**Run 1: metal 3**

Cells faint in the background.
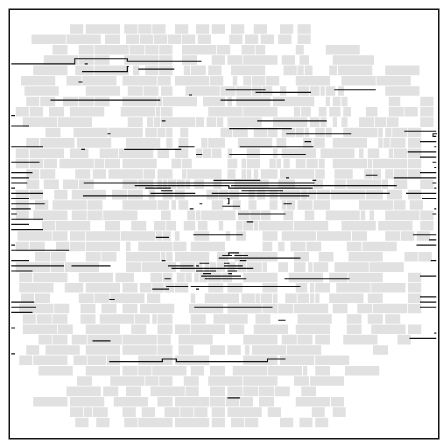
**Run 1: wiring heat map**

Scale bar: 20 microns. The die is cut into 22 by 22 equal tiles; white is low, dark blue is high, scaled to the fullest tile. Values are wire area over tile area, all layers added.
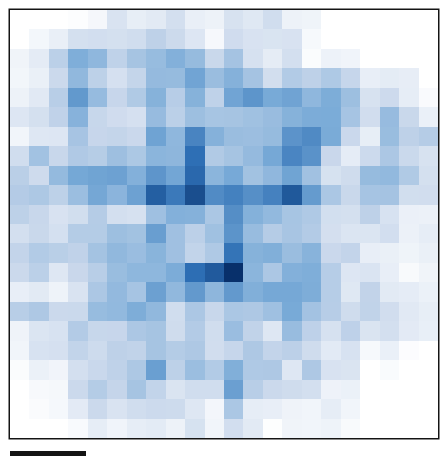
**Run 1: clock network drawn from the DEF**

Scale bar: 20 microns.
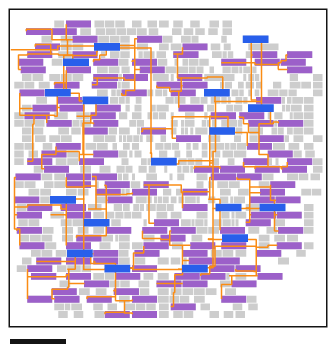
`config.mk`:
```
export PLATFORM = sky130hd
export DESIGN_NAME = world_if_gen
export DESIGN_NICKNAME = d
export VERILOG_FILES = /design/src/rtl/world_if_gen.sv
export SDC_FILE = /design/constraint.sdc
export NUM_CORES = 1
export LEC_CHECK = 0
export CORE_UTILIZATION = 52
export CTS_CLUSTER_DIAMETER = 50
export DETAILED_ROUTE_END_ITERATION = 10
export PLACE_DENSITY = 0.8
export SLEW_MARGIN = 20
export SYNTH_ARGS = -nofsm -noshare
export SYNTH_HDL_FRONTEND = slang
export SYNTH_SLANG_ARGS = --single-unit
```
`constraint.sdc`:
```
create_clock -name clk -period 6.1 [get_ports clk]
set_input_delay 1.22 -clock clk [delete_from_list [all_inputs] [get_ports clk]]
set_output_delay 1.22 -clock clk [all_outputs]
set_load 0.01 [all_outputs]
```
`src/rtl/world_if_gen.sv`:
```
// world_if_gen: PicoBlaze I/O register block for the Rojobot world emulator.
// Holding registers, masked atomic snapshot into SysRegs, map ports and an update handshake.
module world_if_gen #(
    parameter int DW       = 8,
    parameter int NCH      = 6,
    parameter int MAPVAL_W = 2
) (
    input  logic                clk,
    input  logic                reset,
    input  logic                Wr_Strobe,
    input  logic                Rd_Strobe,
    input  logic [7:0]          AddrIn,
    input  logic [DW-1:0]       DataIn,
    output logic [DW-1:0]       DataOut,
    input  logic [DW-1:0]       MotCtl,
    output logic [NCH*DW-1:0]   SysRegs,
    output logic [DW-1:0]       MapX,
    output logic [DW-1:0]       MapY,
    input  logic [MAPVAL_W-1:0] MapVal,
    input  logic [DW-1:0]       BotConfig,
    output logic                upd_sysregs,
    input  logic                upd_ack,
    output logic [DW-1:0]       snap_seq
);

    localparam logic [4:0] A_MOT    = 5'h00;
    localparam logic [4:0] A_MAPX   = 5'h08;
    localparam logic [4:0] A_MAPY   = 5'h09;
    localparam logic [4:0] A_MAPVAL = 5'h0A;
    localparam logic [4:0] A_BOT    = 5'h0B;
    localparam logic [4:0] A_LOAD   = 5'h0C;
    localparam logic [4:0] A_OVR    = 5'h0D;
    localparam logic [4:0] A_UPD    = 5'h0E;
    localparam logic [4:0] A_STATUS = 5'h0F;
    localparam logic [4:0] A_SEQ    = 5'h10;

    localparam logic [DW-1:0] CNT_MAX = {DW{1'b1}};
    localparam logic [DW-1:0] CNT_ONE = DW'(1);

    logic [4:0]        addr;
    logic [DW-1:0]     hold_q [NCH];
    logic [NCH*DW-1:0] sys_q;
    logic [DW-1:0]     map_x_q;
    logic [DW-1:0]     map_y_q;
    logic              upd_q;
    logic [DW-1:0]     seq_q;
    logic [DW-1:0]     ovr_q;
    logic [DW-1:0]     dout_q;
    logic [DW-1:0]     rd_data;
    logic              wr_load;
    logic              wr_ovr;
    logic              wr_upd;
    logic              load_any;
    logic              unused_ok;

    // Reads have no side effects, so the read strobe and upper address bits are not needed.
    assign unused_ok = ^{Rd_Strobe, AddrIn[7:5]};

    assign addr     = AddrIn[4:0];
    assign wr_load  = Wr_Strobe && (addr == A_LOAD);
    assign wr_ovr   = Wr_Strobe && (addr == A_OVR);
    assign wr_upd   = Wr_Strobe && (addr == A_UPD);
    assign load_any = |DataIn[NCH-1:0];

    always_ff @(posedge clk or posedge reset) begin
        if (reset) begin
            for (int i = 0; i < NCH; i++) hold_q[i] <= '0;
        end else if (Wr_Strobe) begin
            for (int i = 0; i < NCH; i++) begin
                if (addr == 5'(i + 1)) hold_q[i] <= DataIn;
            end
        end
    end

    // All selected channels copy from the holding registers on the same edge.
    always_ff @(posedge clk or posedge reset) begin
        if (reset) begin
            sys_q <= '0;
            seq_q <= '0;
        end else if (wr_load) begin
            for (int i = 0; i < NCH; i++) begin
                if (DataIn[i]) sys_q[i*DW +: DW] <= hold_q[i];
            end
            if (load_any) seq_q <= seq_q + CNT_ONE;
        end
    end

    always_ff @(posedge clk or posedge reset) begin
        if (reset) begin
            map_x_q <= '0;
            map_y_q <= '0;
        end else if (Wr_Strobe) begin
            if (addr == A_MAPX) map_x_q <= DataIn;
            if (addr == A_MAPY) map_y_q <= DataIn;
        end
    end

    // Handshake: upd_sysregs is a sticky level set by an UPD write and cleared by
    // upd_ack; an UPD write while it is still set and unacknowledged is an overrun.
    always_ff @(posedge clk or posedge reset) begin
        if (reset) begin
            upd_q <= 1'b0;
            ovr_q <= '0;
        end else begin
            if (wr_upd) begin
                upd_q <= 1'b1;
                if (upd_q && !upd_ack && (ovr_q != CNT_MAX)) ovr_q <= ovr_q + CNT_ONE;
            end else if (upd_ack) begin
                upd_q <= 1'b0;
            end
            if (wr_ovr) ovr_q <= '0;
        end
    end

    always_comb begin
        rd_data = '0;
        for (int i = 0; i < NCH; i++) begin
            if (addr == 5'(i + 1)) rd_data = hold_q[i];
        end
        case (addr)
            A_MOT:    rd_data = MotCtl;
            A_MAPX:   rd_data = map_x_q;
            A_MAPY:   rd_data = map_y_q;
            A_MAPVAL: rd_data = DW'(MapVal);
            A_BOT:    rd_data = BotConfig;
            A_OVR:    rd_data = ovr_q;
            A_STATUS: rd_data = DW'(upd_q);
            A_SEQ:    rd_data = seq_q;
            default:  ;
        endcase
    end

    always_ff @(posedge clk or posedge reset) begin
        if (reset) dout_q <= '0;
        else       dout_q <= rd_data;
    end

    assign DataOut     = dout_q;
    assign SysRegs     = sys_q;
    assign MapX        = map_x_q;
    assign MapY        = map_y_q;
    assign upd_sysregs = upd_q;
    assign snap_seq    = seq_q;

endmodule

```
==> impl_summary.log, run 1 <==
[flow] final metrics
INFO  metric stage_log_warnings = 30
INFO  metric synth.cellmix.xorXnorShare = less than 1%
INFO  metric post-route-drc-count = 0
INFO  metric power_report.internal_total = around 0.0019 W
INFO  metric max_slew.worst_pin.slew = approximately 950 ps
INFO  metric numSynthFlops = between 100 and 150
INFO  metric grt.met1_usage = 37.2%
INFO  metric floorplan.rows = 39
INFO  metric cts.htree.levels = 4
INFO  metric overflow = 0
INFO  metric fp_util = a little over half
INFO  metric start_kind = input port
INFO  metric globalRoute.busiestLayer = met2
INFO  metric cp_num_cells = 5
INFO  metric netlist-cell-type-count = 61
INFO  metric final_layout_top_logic_cells = sky130_fd_sc_hd__dfrtp_1 (137), sky130_fd_sc_hd__mux2_2 (114), sky130_fd_sc_hd__clkdlybuf4s50_1 (114)
INFO  metric mi_logic_area = about 2800 sq um
INFO  metric crit-reg2reg-capture = ovr_q[5]
INFO  metric coreArea = between 10,000 and 15,000 sq um
INFO  metric clkCellAreaFrac = between 7 and 8%
INFO  metric hold_buffers = 0
INFO  metric syn-cell-area = 6340 sq um
INFO  metric setup.worst_path.start = AddrIn[4]
INFO  metric final_layout_size_suffix_gt1_share = 27.1%
INFO  metric crit_arrival = a little under 4000 ps
INFO  metric die_w = 112 microns
INFO  metric maxPowerGroup = registers
INFO  metric seq_area_share = around two fifths
INFO  metric synth_top_cell_by_area = sky130_fd_sc_hd__dfrtp_1
INFO  metric drt_antenna_net_count = 0
INFO  metric comb_power = between 0.0003 and 0.0004 W
INFO  metric status = complete, no violations
INFO  metric p_sw_share = about a quarter
INFO  metric count_of_filler_cells_inserted_in_the_layout = a little over 800
INFO  metric report.final.hold_viol_count = 0
INFO  metric finish.net_count = ~650
INFO  metric synth-async-reset-ratio = 100%
INFO  metric pre_cts_slack = about 2100 ps
INFO  metric portBuffers = ~120
INFO  metric startpoint_of_the_most_critical_hold_path = SysRegs[31]
INFO  metric syn2layout_area_growth = 29.3%
INFO  metric route.met3.wl = approximately 1100 microns
INFO  metric ys_sh_simple = a little under an eighth
INFO  metric synth_compound_gate_area_share = 7.97%
INFO  metric synth-adder-area-share = less than 1%
INFO  metric layout.clock_buffers = 27
INFO  metric cts.root.buffer_cell = sky130_fd_sc_hd__clkbuf_16
INFO  metric p_leak = between 3 and 4 nW
INFO  metric synthMostInstantiatedCell = sky130_fd_sc_hd__dfrtp_1
INFO  metric clock_tree_from_tritoncts = done
INFO  metric critPathBufInv = 1
INFO  metric first_iter_violations = approximately 410
INFO  metric comb_cells = approximately 320
INFO  metric highest_clock_rate = 276 MHz
INFO  metric fp.dieArea = about 13,000 sq um
INFO  metric buffers = about 120
INFO  metric instances_no_fill = roughly 760
INFO  metric flops = 137
INFO  metric timing.critical_path.max_delay_family = simple AND/OR/NAND/NOR gates
INFO  metric finalPower = 0.00259 W
INFO  metric r2r_cells = 4
INFO  metric whs_path_depth = 1
INFO  metric met2_length = between 8000 and 9000 microns
INFO  metric mostFrequentLayoutCell = sky130_fd_sc_hd__dfrtp_1
INFO  metric postSynthAreaPerCell = 12.8 sq um
INFO  metric io_pins = ~120
About 'metal 3':
- longest straight run: 60.3 microns
- nets with wire on the layer: 95
- share of all routed wire: 6.5%
- main direction: horizontal
total via count in the routed design: 4,639
met3 routing resource usage after global routing: 7.67%
routed wire length: 16,700 microns

About 'wiring heat map':
- emptiest ninth of the die: south-east
- nearly empty tiles: 9.3%
- tiles over half the peak: 9.7%
- densest ninth of the die: centre
total global routing track utilization: 28.4%
wire per inst: 21.9 microns

About 'clock network drawn from the DEF':
- flip-flops: purple (count 137)
- clock-net drivers: blue (count 17)
- clock wires: orange (length 1,550 microns)
- routed clock nets: 18
part of the power in the clock network: 40.7%
clk_skew: 5.36 ps
clock network power: 0.00105 W
Late-Pin Clk Latency: 420 ps

## Run 2: what changed since run 1
==> constraint.sdc (replaced) <==
create_clock -name clk -period 3.33 [get_ports clk]
set_input_delay 0.666 -clock clk [delete_from_list [all_inputs] [get_ports clk]]
set_output_delay 0.666 -clock clk [all_outputs]
set_load 0.01 [all_outputs]
**Run 2: clock network drawn from the DEF**

Scale bar: 20 microns.
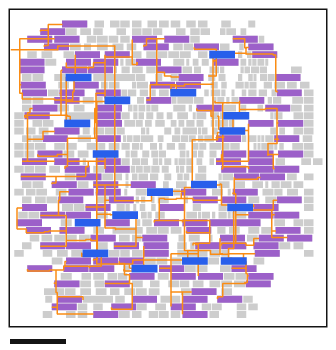
- clock-net drivers: blue (count 17)
- clock wires: orange (length 1,660 microns)
- flip-flops: purple (count 137)
- routed clock nets: 18
clk_skew: 11.0 ps
clock network power: 0.00205 W
part of the power in the clock network: 42.0%

**Run 2: clock wiring as the flow saved it**

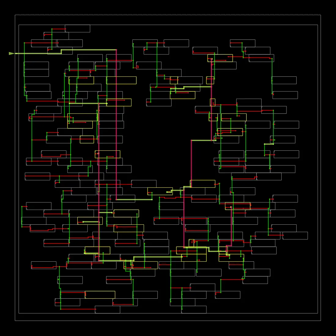
tally of clock buffers in the finished layout: 18
Flop Count: 137
clk sink count: 137

==> impl_summary.log, run 2 <==
[flow] final metrics
INFO  metric status = complete, no violations
INFO  metric route.met3.wl = about 1100 microns
INFO  metric critPathRequiredTime = between 3000 and 4000 ps
INFO  metric syn2layout_area_growth = 31.2%
INFO  metric start_kind = input port
INFO  metric synthMostInstantiatedCell = sky130_fd_sc_hd__dfrtp_1
INFO  metric setup.worst_path.start = AddrIn[4]
INFO  metric startpoint_of_the_most_critical_hold_path = snap_seq[7]
INFO  metric fp.dieArea = roughly 13,000 sq um
INFO  metric cts.htree.levels = 4
INFO  metric crit-reg2reg-capture = ovr_q[5]
INFO  metric fp_util = between 50% and 60%
INFO  metric floorplan.rows = 39
INFO  metric met3_routing_resource_usage_after_global_routing = 6.59%
INFO  metric pre_cts_slack = 467 ps
INFO  metric hold_buffers = 0
INFO  metric instances_no_fill = approximately 770
INFO  metric dr_total_vias = ~4,700
INFO  metric die_w = approximately 110 microns
INFO  metric postSynthAreaPerCell = 12.8 sq um
INFO  metric comb_cells = roughly 320
INFO  metric hold_path_end = snap_seq[7]
INFO  metric comb_power = about 0.00074 W
INFO  metric mux_share = 22.2%
INFO  metric synth.cellmix.xorXnorShare = less than 1%
INFO  metric max_slew.worst_pin.slew = about 730 ps
INFO  metric synth_top_cell_by_area = sky130_fd_sc_hd__dfrtp_1
INFO  metric report.final.hold_viol_count = 0
INFO  metric critPathBufInv = 1
INFO  metric delay_of_the_slowest_cell_on_the_worst_path = just under 700 ps
INFO  metric drt_antenna_net_count = 0
INFO  metric floorplan.tapcells = 143
INFO  metric r2r_cells = 4
INFO  metric buffers = 131
INFO  metric coreArea = 11,700 sq um
INFO  metric clock.latency.late_pin = about 420 ps
INFO  metric clock_tree_from_tritoncts = done
INFO  metric ys_sh_simple = a little under an eighth
INFO  metric final_layout_size_suffix_gt1_share = roughly 29%
INFO  metric mi_logic_area = roughly 2800 sq um
INFO  metric synth_compound_gate_area_share = under 10%
INFO  metric seq_area_share = about two fifths
INFO  metric syn-cell-area = 6340 sq um
INFO  metric count_of_filler_cells_inserted_in_the_layout = just over 800
INFO  metric power_report.internal_total = around 0.0036 W
INFO  metric io_pins = 120
INFO  metric met2_length = ~8500 microns
INFO  metric setup_viol = 0
INFO  metric first_iter_violations = approximately 450
INFO  metric synth-adder-area-share = less than 1%
INFO  metric whs_path_depth = 1
INFO  metric cts.root.buffer_cell = sky130_fd_sc_hd__clkbuf_16
INFO  metric finalWirelength = 17,500 microns
INFO  metric globalRoute.busiestLayer = met2
INFO  metric netlist-cell-type-count = between 60 and 70
INFO  metric detail_route.wl_per_cell = between 20 and 25 microns
INFO  metric switchingPower = about 0.0012 W
INFO  metric crit_arrival = around 2800 ps
INFO  metric final_layout_top_logic_cells = sky130_fd_sc_hd__dfrtp_1 (137), sky130_fd_sc_hd__mux2_2 (114), sky130_fd_sc_hd__clkdlybuf4s50_1 (114)
INFO  metric maxPowerGroup = registers
INFO  metric globalRouteTotalUtil = ~29%
INFO  metric post-route-drc-count = 0
INFO  metric portBuffers = ~120
INFO  metric highest_clock_rate = ~400 MHz
INFO  metric p_leak = 3.75 nW
INFO  metric grt.met1_usage = 38.8%
INFO  metric timing.critical_path.max_delay_family = simple AND/OR/NAND/NOR gates
INFO  metric overflow = 0
## Run 3: what changed since run 2
==> constraint.sdc (replaced) <==
create_clock -name clk -period 2.4 [get_ports clk]
set_input_delay 0.48 -clock clk [delete_from_list [all_inputs] [get_ports clk]]
set_output_delay 0.48 -clock clk [all_outputs]
set_load 0.01 [all_outputs]
**Run 3: metal 3**

Cells faint in the background.
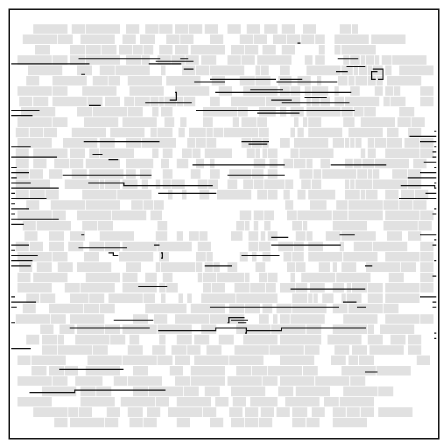
- main direction: horizontal
- share of all routed wire: 5.1%
- longest straight run: 41.4 microns
- nets with wire on the layer: 97
- wire length on this layer: 899 microns
routed wire length: 17,600 microns
total via count in the routed design: 4,788
met3 routing resource usage after global routing: 6.05%

**Run 3: clock wiring as the flow saved it**

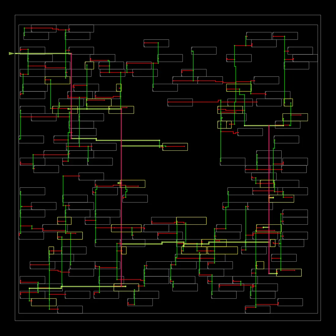
clk_skew: 6.89 ps
tally of clock buffers in the finished layout: 19
number of buffers created by CTS: 17
clock network power: 0.00265 W

==> impl_summary.log, run 3 <==
[flow] final metrics
INFO  metric finish.net_count = 689
INFO  metric comb_power = ~0.0011 W
INFO  metric crit-reg2reg-capture = ovr_q[5]
INFO  metric syn2layout_area_growth = 35.3%
INFO  metric synth_compound_gate_area_share = under 10%
INFO  metric flops = 137
INFO  metric grt.met1_usage = 41.1%
INFO  metric clock.latency.late_pin = roughly 420 ps
INFO  metric pre_cts_slack = -7.83 ps
INFO  metric postSynthAreaPerCell = between 10 and 15 sq um
INFO  metric first_iter_violations = between 400 and 500
INFO  metric critPathBufInv = 3
INFO  metric delay_of_the_slowest_cell_on_the_worst_path = between 500 and 600 ps
INFO  metric numSynthFlops = about 140
INFO  metric synth-async-reset-ratio = 100%
INFO  metric status = complete, no violations
INFO  metric globalRoute.busiestLayer = met2
INFO  metric route.met3.wl = 898 microns
INFO  metric instances_no_fill = around 800
INFO  metric timing.critical_path.max_delay_family = buffers and inverters
INFO  metric cts.root.buffer_cell = sky130_fd_sc_hd__clkbuf_16
INFO  metric stage_log_warnings = 30
INFO  metric floorplan.tapcells = ~140
INFO  metric synth_top_cell_by_area = sky130_fd_sc_hd__dfrtp_1
INFO  metric globalRouteTotalUtil = a little under a third
INFO  metric post-route-drc-count = 0
INFO  metric clkCellAreaFrac = around 7%
INFO  metric count_of_filler_cells_inserted_in_the_layout = between 800 and 900
INFO  metric p_leak = approximately 4 nW
INFO  metric share_clk_of_total_power = between 40% and 50%
INFO  metric setup_viol = 0
INFO  metric synth.cellmix.xorXnorShare = less than 1%
INFO  metric cp_num_cells = 6
INFO  metric coreArea = ~12,000 sq um
INFO  metric netlist-cell-type-count = 61
INFO  metric r2r_cells = 4
INFO  metric clock_tree_from_tritoncts = done
INFO  metric detail_route.wl_per_cell = around 22 microns
INFO  metric power_report.internal_total = approximately 0.0049 W
INFO  metric buffers = about 160
INFO  metric fp.dieArea = roughly 13,000 sq um
INFO  metric portBuffers = between 100 and 150
INFO  metric synthMostInstantiatedCell = sky130_fd_sc_hd__dfrtp_1
INFO  metric start_kind = input port
INFO  metric cts.htree.levels = 4
INFO  metric comb_cells = 324
INFO  metric mi_logic_area = ~2800 sq um
INFO  metric seq_area_share = about 40%
INFO  metric max_slew.worst_pin.slew = between 400 and 500 ps
INFO  metric critPathRequiredTime = 2700 ps
INFO  metric io_pins = between 100 and 150
INFO  metric die_w = between 100 and 150 microns
INFO  metric setup.worst_path.start = AddrIn[4]
INFO  metric overflow = 0
INFO  metric syn-cell-area = ~6300 sq um
INFO  metric report.final.hold_viol_count = 0
Power figures rest on the tool's default switching activity, not on a simulated workload.
